**src/rtl/cpu_pkg.sv**
```systemverilog
// Shared CPU definitions: data width, reset/NOP words, fetch FSM encoding,
// RV32I major opcodes and small PC helpers used by fetch and decode.
package cpu_pkg;

    localparam int XLEN = 32;

    // ADDI x0,x0,0 -- the canonical RV32I no-op
    localparam logic [XLEN-1:0] CPU_NOP_INSTR = 32'h0000_0013;
    localparam logic [XLEN-1:0] CPU_RESET_PC  = 32'h0000_0000;
    localparam logic [XLEN-1:0] PC_STEP       = 32'd4;

    // Fetch sequencer states
    typedef enum logic [1:0] {
        FS_IDLE  = 2'd0,
        FS_FETCH = 2'd1,
        FS_DRAIN = 2'd2
    } fetch_state_e;

    // RV32I major opcodes (instr[6:0])
    localparam logic [6:0] OPC_LUI      = 7'b0110111;
    localparam logic [6:0] OPC_AUIPC    = 7'b0010111;
    localparam logic [6:0] OPC_JAL      = 7'b1101111;
    localparam logic [6:0] OPC_JALR     = 7'b1100111;
    localparam logic [6:0] OPC_BRANCH   = 7'b1100011;
    localparam logic [6:0] OPC_LOAD     = 7'b0000011;
    localparam logic [6:0] OPC_STORE    = 7'b0100011;
    localparam logic [6:0] OPC_OP_IMM   = 7'b0010011;
    localparam logic [6:0] OPC_OP       = 7'b0110011;
    localparam logic [6:0] OPC_MISC_MEM = 7'b0001111;
    localparam logic [6:0] OPC_SYSTEM   = 7'b1110011;

    // Force an address onto a word boundary
    function automatic logic [XLEN-1:0] word_align(input logic [XLEN-1:0] a);
        return {a[XLEN-1:2], 2'b00};
    endfunction

    // True when an address is not word aligned
    function automatic logic is_misaligned(input logic [XLEN-1:0] a);
        return |a[1:0];
    endfunction

endpackage

```
**src/rtl/fetch.sv**
```systemverilog
// Instruction fetch stage: owns the PC, issues word reads over req/ack and
// hands each instruction with its PC to decode under valid/stall. Redirects
// from execute flush the output; a request already on the bus is never
// withdrawn, so a redirect that catches one in flight drains it first.
module fetch
    import cpu_pkg::*;
#(
    parameter logic [31:0] RESET_PC  = CPU_RESET_PC,
    parameter logic [31:0] NOP_INSTR = CPU_NOP_INSTR
) (
    input  logic        clock,
    input  logic        reset,
    output logic        mem_req,
    output logic [31:0] mem_addr,
    input  logic        mem_ack,
    input  logic [31:0] mem_rdata,
    input  logic        stall,
    input  logic        redirect,
    input  logic [31:0] redirect_pc,
    output logic [31:0] instruction,
    output logic [31:0] pc,
    output logic        valid,
    output logic        misaligned
);

    fetch_state_e r_state;
    logic         r_pending;    // request was on the bus last cycle without ack
    logic [31:0]  r_req_addr;   // address of that request
    logic [31:0]  r_fetch_pc;   // next address to fetch
    logic [31:0]  r_instr;
    logic [31:0]  r_pc;
    logic         r_valid;
    logic         r_mis;

    logic         w_req;
    logic [31:0]  w_addr;
    logic         w_ack;
    logic         w_accept;
    logic         w_consume;
    logic [31:0]  w_pc_inc;

    // Request: forced high while pending or draining; otherwise issued in
    // FETCH only when the output slot is free or being consumed this cycle.
    always_comb begin
        w_req = 1'b0;
        case (r_state)
            FS_IDLE:  w_req = 1'b0;
            FS_FETCH: w_req = r_pending | ~(r_valid & stall);
            FS_DRAIN: w_req = 1'b1;
            default:  w_req = 1'b0;
        endcase
    end

    // A pending request keeps its original address on the bus
    assign w_addr    = r_pending ? r_req_addr : r_fetch_pc;
    assign w_ack     = w_req & mem_ack;
    assign w_accept  = (r_state == FS_FETCH) & w_ack & ~redirect;
    assign w_consume = r_valid & ~stall;
    assign w_pc_inc  = r_fetch_pc + PC_STEP;

    // Sequencer and outstanding-request tracking
    always_ff @(posedge clock) begin
        if (reset) begin
            r_state    <= FS_IDLE;
            r_pending  <= 1'b0;
            r_req_addr <= RESET_PC;
        end else begin
            r_pending <= w_req & ~mem_ack;
            if (w_req)
                r_req_addr <= w_addr;
            case (r_state)
                FS_IDLE:  r_state <= FS_FETCH;
                // redirect with an unanswered request must wait for its ack
                FS_FETCH: r_state <= (redirect && w_req && !mem_ack) ? FS_DRAIN : FS_FETCH;
                // stale ack arrives: its data is simply not captured
                FS_DRAIN: r_state <= w_ack ? FS_FETCH : FS_DRAIN;
                default:  r_state <= FS_IDLE;
            endcase
        end
    end

    // PC and decode-facing output register; redirect beats accept and stall
    always_ff @(posedge clock) begin
        if (reset) begin
            r_fetch_pc <= RESET_PC;
            r_instr    <= NOP_INSTR;
            r_pc       <= RESET_PC;
            r_valid    <= 1'b0;
            r_mis      <= 1'b0;
        end else if (redirect) begin
            r_fetch_pc <= word_align(redirect_pc);
            r_valid    <= 1'b0;
            r_instr    <= NOP_INSTR;
            if (is_misaligned(redirect_pc))
                r_mis <= 1'b1;
        end else if (w_accept) begin
            r_instr    <= mem_rdata;
            r_pc       <= r_fetch_pc;
            r_valid    <= 1'b1;
            r_fetch_pc <= w_pc_inc;
        end else if (w_consume) begin
            r_valid    <= 1'b0;
            r_instr    <= NOP_INSTR;
        end
    end

    assign mem_req     = w_req;
    assign mem_addr    = w_addr;
    assign instruction = r_instr;
    assign pc          = r_pc;
    assign valid       = r_valid;
    assign misaligned  = r_mis;

endmodule
```
**config.mk**
```make
export PLATFORM = sky130hd
export DESIGN_NAME = fetch
export DESIGN_NICKNAME = d
export VERILOG_FILES = /design/src/rtl/cpu_pkg.sv /design/src/rtl/fetch.sv
export SDC_FILE = /design/constraint.sdc
export NUM_CORES = 1
export LEC_CHECK = 0
export CAP_MARGIN = 20
export CORE_MARGIN = 8
export CORE_UTILIZATION = 50
export DETAILED_ROUTE_END_ITERATION = 10
export PLACE_DENSITY = 0.88
export RECOVER_POWER = 25
export SYNTH_ARGS = -nofsm -noshare
export SYNTH_HDL_FRONTEND = slang
export SYNTH_SLANG_ARGS = --single-unit
```
**constraint.sdc**
```tcl
create_clock -name clock -period 4.7 [get_ports clock]
set_input_delay 0.94 -clock clock [delete_from_list [all_inputs] [get_ports clock]]
set_output_delay 0.94 -clock clock [all_outputs]
set_load 0.01 [all_outputs]
```
==> images/pdn.png <==
Drawn at 3 px/um. Pins as bars on the die edge.
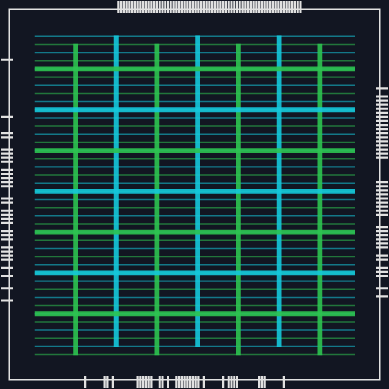
color	net
cyan	VDD
green	VSS
rows	39
met5 straps	7
met1 rails	40
signal pins	168
worst supply voltage drop on vdd: 253 uV
vertical die size: 123 um

==> images/cell_classes.png <==
Drawn at 2 px/um. Fill, decap, tap and diode cells in gray.
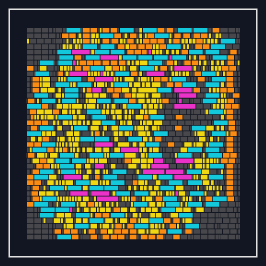
color	class	cells
cyan	flops	129
orange	other buffers and delay cells	175
yellow	all other logic	480
magenta	clock drivers and dummy loads	30
area of the core region: 11300 sq um
number of placement rows: 39

==> images/clock_map.png <==
Drawn at 4 px/um.
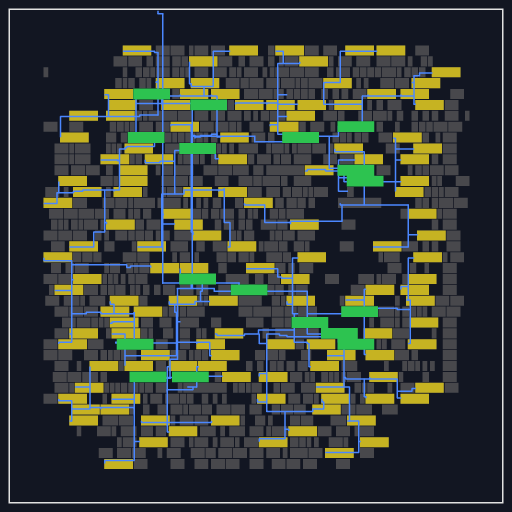
[green] cells driving clock nets | count: 17
[blue] clock wires | length: 1570 um
[yellow] flip-flops | count: 129
routed clock nets	18
latest clock arrival within the worst-skew pair: 0.40 ns
Worst Skew: 0.00690 ns
power share of the clock group: 47.7%
Clock Power: 1330 uW

==> images/metal_stack.png <==
Drawn at 3 px/um. Two of the layers only.
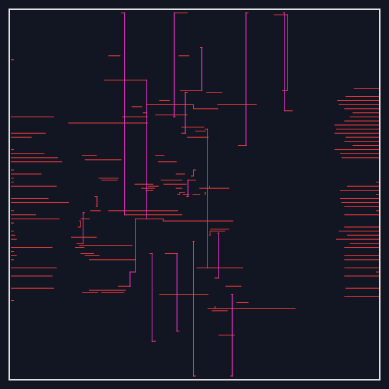
color	layer	wire length
red	met3	1160 um
magenta	met4	506 um
total number of vias: 5416
drt total wl: 17.5 mm

[per-layer routing]
layer / wire length (um) / track usage [%] / share of wire [%]
met3: 1160 / 5.25 / 6.6
met1: 7070 / 26.0 / 40
met4: 506 / 10.7 / 2.9
met2: 8750 / 38.7 / 50
met5: 0 / 0 / 0
[final timing paths]
check | startpoint | to | slack [ns] | cells past startpoint
worst max-delay path | r_pending$_SDFF_PP0_ | mem_addr[19] | 1.14 | 3
worst min-delay path | misaligned$_SDFFE_PP0P_ | misaligned$_SDFFE_PP0P_ | 0.45 | 2
worst max register to register | r_pending$_SDFF_PP0_ | pc[30]$_SDFFE_PP0P_ | 1.94 | 5
worst min register to register | misaligned$_SDFFE_PP0P_ | misaligned$_SDFFE_PP0P_ | 0.45 | 2
[through the flow]
stage | power (uW) | worst slack, ns | std cells
floorplan | 1330 | 2.05 | 660
global placement | 1460 | 1.25 | 927
detailed placement | 1470 | 1.19 | 927
CTS | 2790 | 1.17 | 957
global route | 2860 | 1.06 | 957
finish | 2780 | 1.14 | 957
[cells in the final DEF (no fill, tap or decap), types with 3 or more instances in the layout]
master                              n
sky130_fd_sc_hd__a211oi_1          15
sky130_fd_sc_hd__a21oi_1           42
sky130_fd_sc_hd__a31oi_1            5
sky130_fd_sc_hd__and2_1             4
sky130_fd_sc_hd__and4_1             3
sky130_fd_sc_hd__buf_4              9
sky130_fd_sc_hd__bufinv_16          3
sky130_fd_sc_hd__clkbuf_1           5
sky130_fd_sc_hd__clkbuf_16         17
sky130_fd_sc_hd__clkbuf_8           3
sky130_fd_sc_hd__clkdlybuf4s50_1  110
sky130_fd_sc_hd__clkinv_2           3
sky130_fd_sc_hd__dfxtp_1          129
sky130_fd_sc_hd__dlygate4sd3_1     54
sky130_fd_sc_hd__ha_1               5
sky130_fd_sc_hd__inv_1             12
sky130_fd_sc_hd__mux2_2            27
sky130_fd_sc_hd__mux2i_1           32
sky130_fd_sc_hd__nand2_1          105
sky130_fd_sc_hd__nand3_1           43
sky130_fd_sc_hd__nand4_1           10
sky130_fd_sc_hd__nor2_1            51
sky130_fd_sc_hd__nor3_1             8
sky130_fd_sc_hd__nor3b_1            4
sky130_fd_sc_hd__nor4_1             3
sky130_fd_sc_hd__o211ai_1           3
sky130_fd_sc_hd__o21a_1             3
sky130_fd_sc_hd__o21ai_0           30
sky130_fd_sc_hd__o21ai_1            8
sky130_fd_sc_hd__o22ai_1            3
sky130_fd_sc_hd__xnor2_1           10
sky130_fd_sc_hd__xor2_1            15
[critical path, delay by kind of cell, from the launching register on]
family   cells  cell delay (ns)
buf+inv      2             0.89
mux          1             0.39
flops        1             0.92
[layout make-up]
cell class	count	area (sq um)	share of cell area [%]
Timing Repair Buffer	175	1720	21.4
Clock inverter	6	105	1.31
Tap cell	143	179	2.23
Multi-Input combinational cell	468	2910	36.3
Inverter	12	45.0	0.562
Clock buffer	24	482	6.01
Sequential cell	129	2580	32.2
[power breakdown]
part | leakage (uW) | internal, uW | switching [uW]
registers | 0.00105 | 1130 | 37.7
logic | 0.00167 | 152 | 137
clock network | 0.000290 | 868 | 457
total | 0.00301 | 2150 | 632
==> flow_metrics.env <==
# source this file to load flow results
export IMPL_synthesized_netlist_cell_count=659
export IMPL_simple_gate_share_pct=21.7
export IMPL_mux_share_pct=11.2
export IMPL_yosysWarnings=0
export IMPL_cts_setup_buffers=0
export IMPL_synth_area_sq_um=5730
export IMPL_warning_count=29
export IMPL_synth_cells_yosys=659
export IMPL_antennaDiodeCount=0
export IMPL_edf_count=0
export IMPL_tightestPinTransition_ns=0.937
export IMPL_finalSetupViolCount=0
export IMPL_worst_hold_path_type="reg2reg"
export IMPL_boundaryPins=168
export IMPL_post_cts_resized=0
export IMPL_setup_tns_ns=0
export IMPL_floorplanUtilization_pct=50.6
export IMPL_clockBufferDepth=2
export IMPL_post_synth_xor_area_fraction_pct=3.82
export IMPL_yosys_stat_area_sq_um=5730
export IMPL_slew_limit_headroom_pct=37.5
export IMPL_common_cells="sky130_fd_sc_hd__dfxtp_1 (129), sky130_fd_sc_hd__nand2_1 (105), sky130_fd_sc_hd__nor2_1 (52)"
export IMPL_max_freq_mhz=281
export IMPL_synth_avg_cell_area_sq_um=8.69
export IMPL_drc=0
export IMPL_layout_min_cycle_time_ns=3.56
export IMPL_yosys_register_bits=129
export IMPL_cts_reportedPaths_clkPinSlew_ns=0.05
export IMPL_critPathKind="reg2out"
export IMPL_hold_viol_final=0
export IMPL_final_layout_size_suffix_gt1_share_pct=10.3
export IMPL_ys_dominant_reg_cell="sky130_fd_sc_hd__dfxtp_1"
export IMPL_timing_max_transition_violations_final=0
export IMPL_cts_hold_repair_buffers=0
export IMPL_grt_antenna_before_repair=0
export IMPL_worstPathCellList="buf_4, mux2_2, clkdlybuf4s50_1"
export IMPL_buffer_ports_inserted=165
export IMPL_run_status="finished clean"
export IMPL_dp_hpwl_mm=12.1
export IMPL_netlist_logic_family_top="simple AND/OR/NAND/NOR gates"
export IMPL_post_synth_main_area_contributors="sky130_fd_sc_hd__dfxtp_1 (45%), sky130_fd_sc_hd__nand2_1 (6.9%), sky130_fd_sc_hd__mux2i_1 (5.6%)"
export IMPL_postLayoutCoreUtil_pct=70.8
export IMPL_critical_path_max_stage_delay_ns=0.92
export IMPL_share_of_async_settable_or_async_resettable_flops_after_synthesis_pct=0
export IMPL_clock_sinks=129
export IMPL_finish_instance_area_sq_um=8020
Power figures rest on the tool's default switching activity, not on a simulated workload.
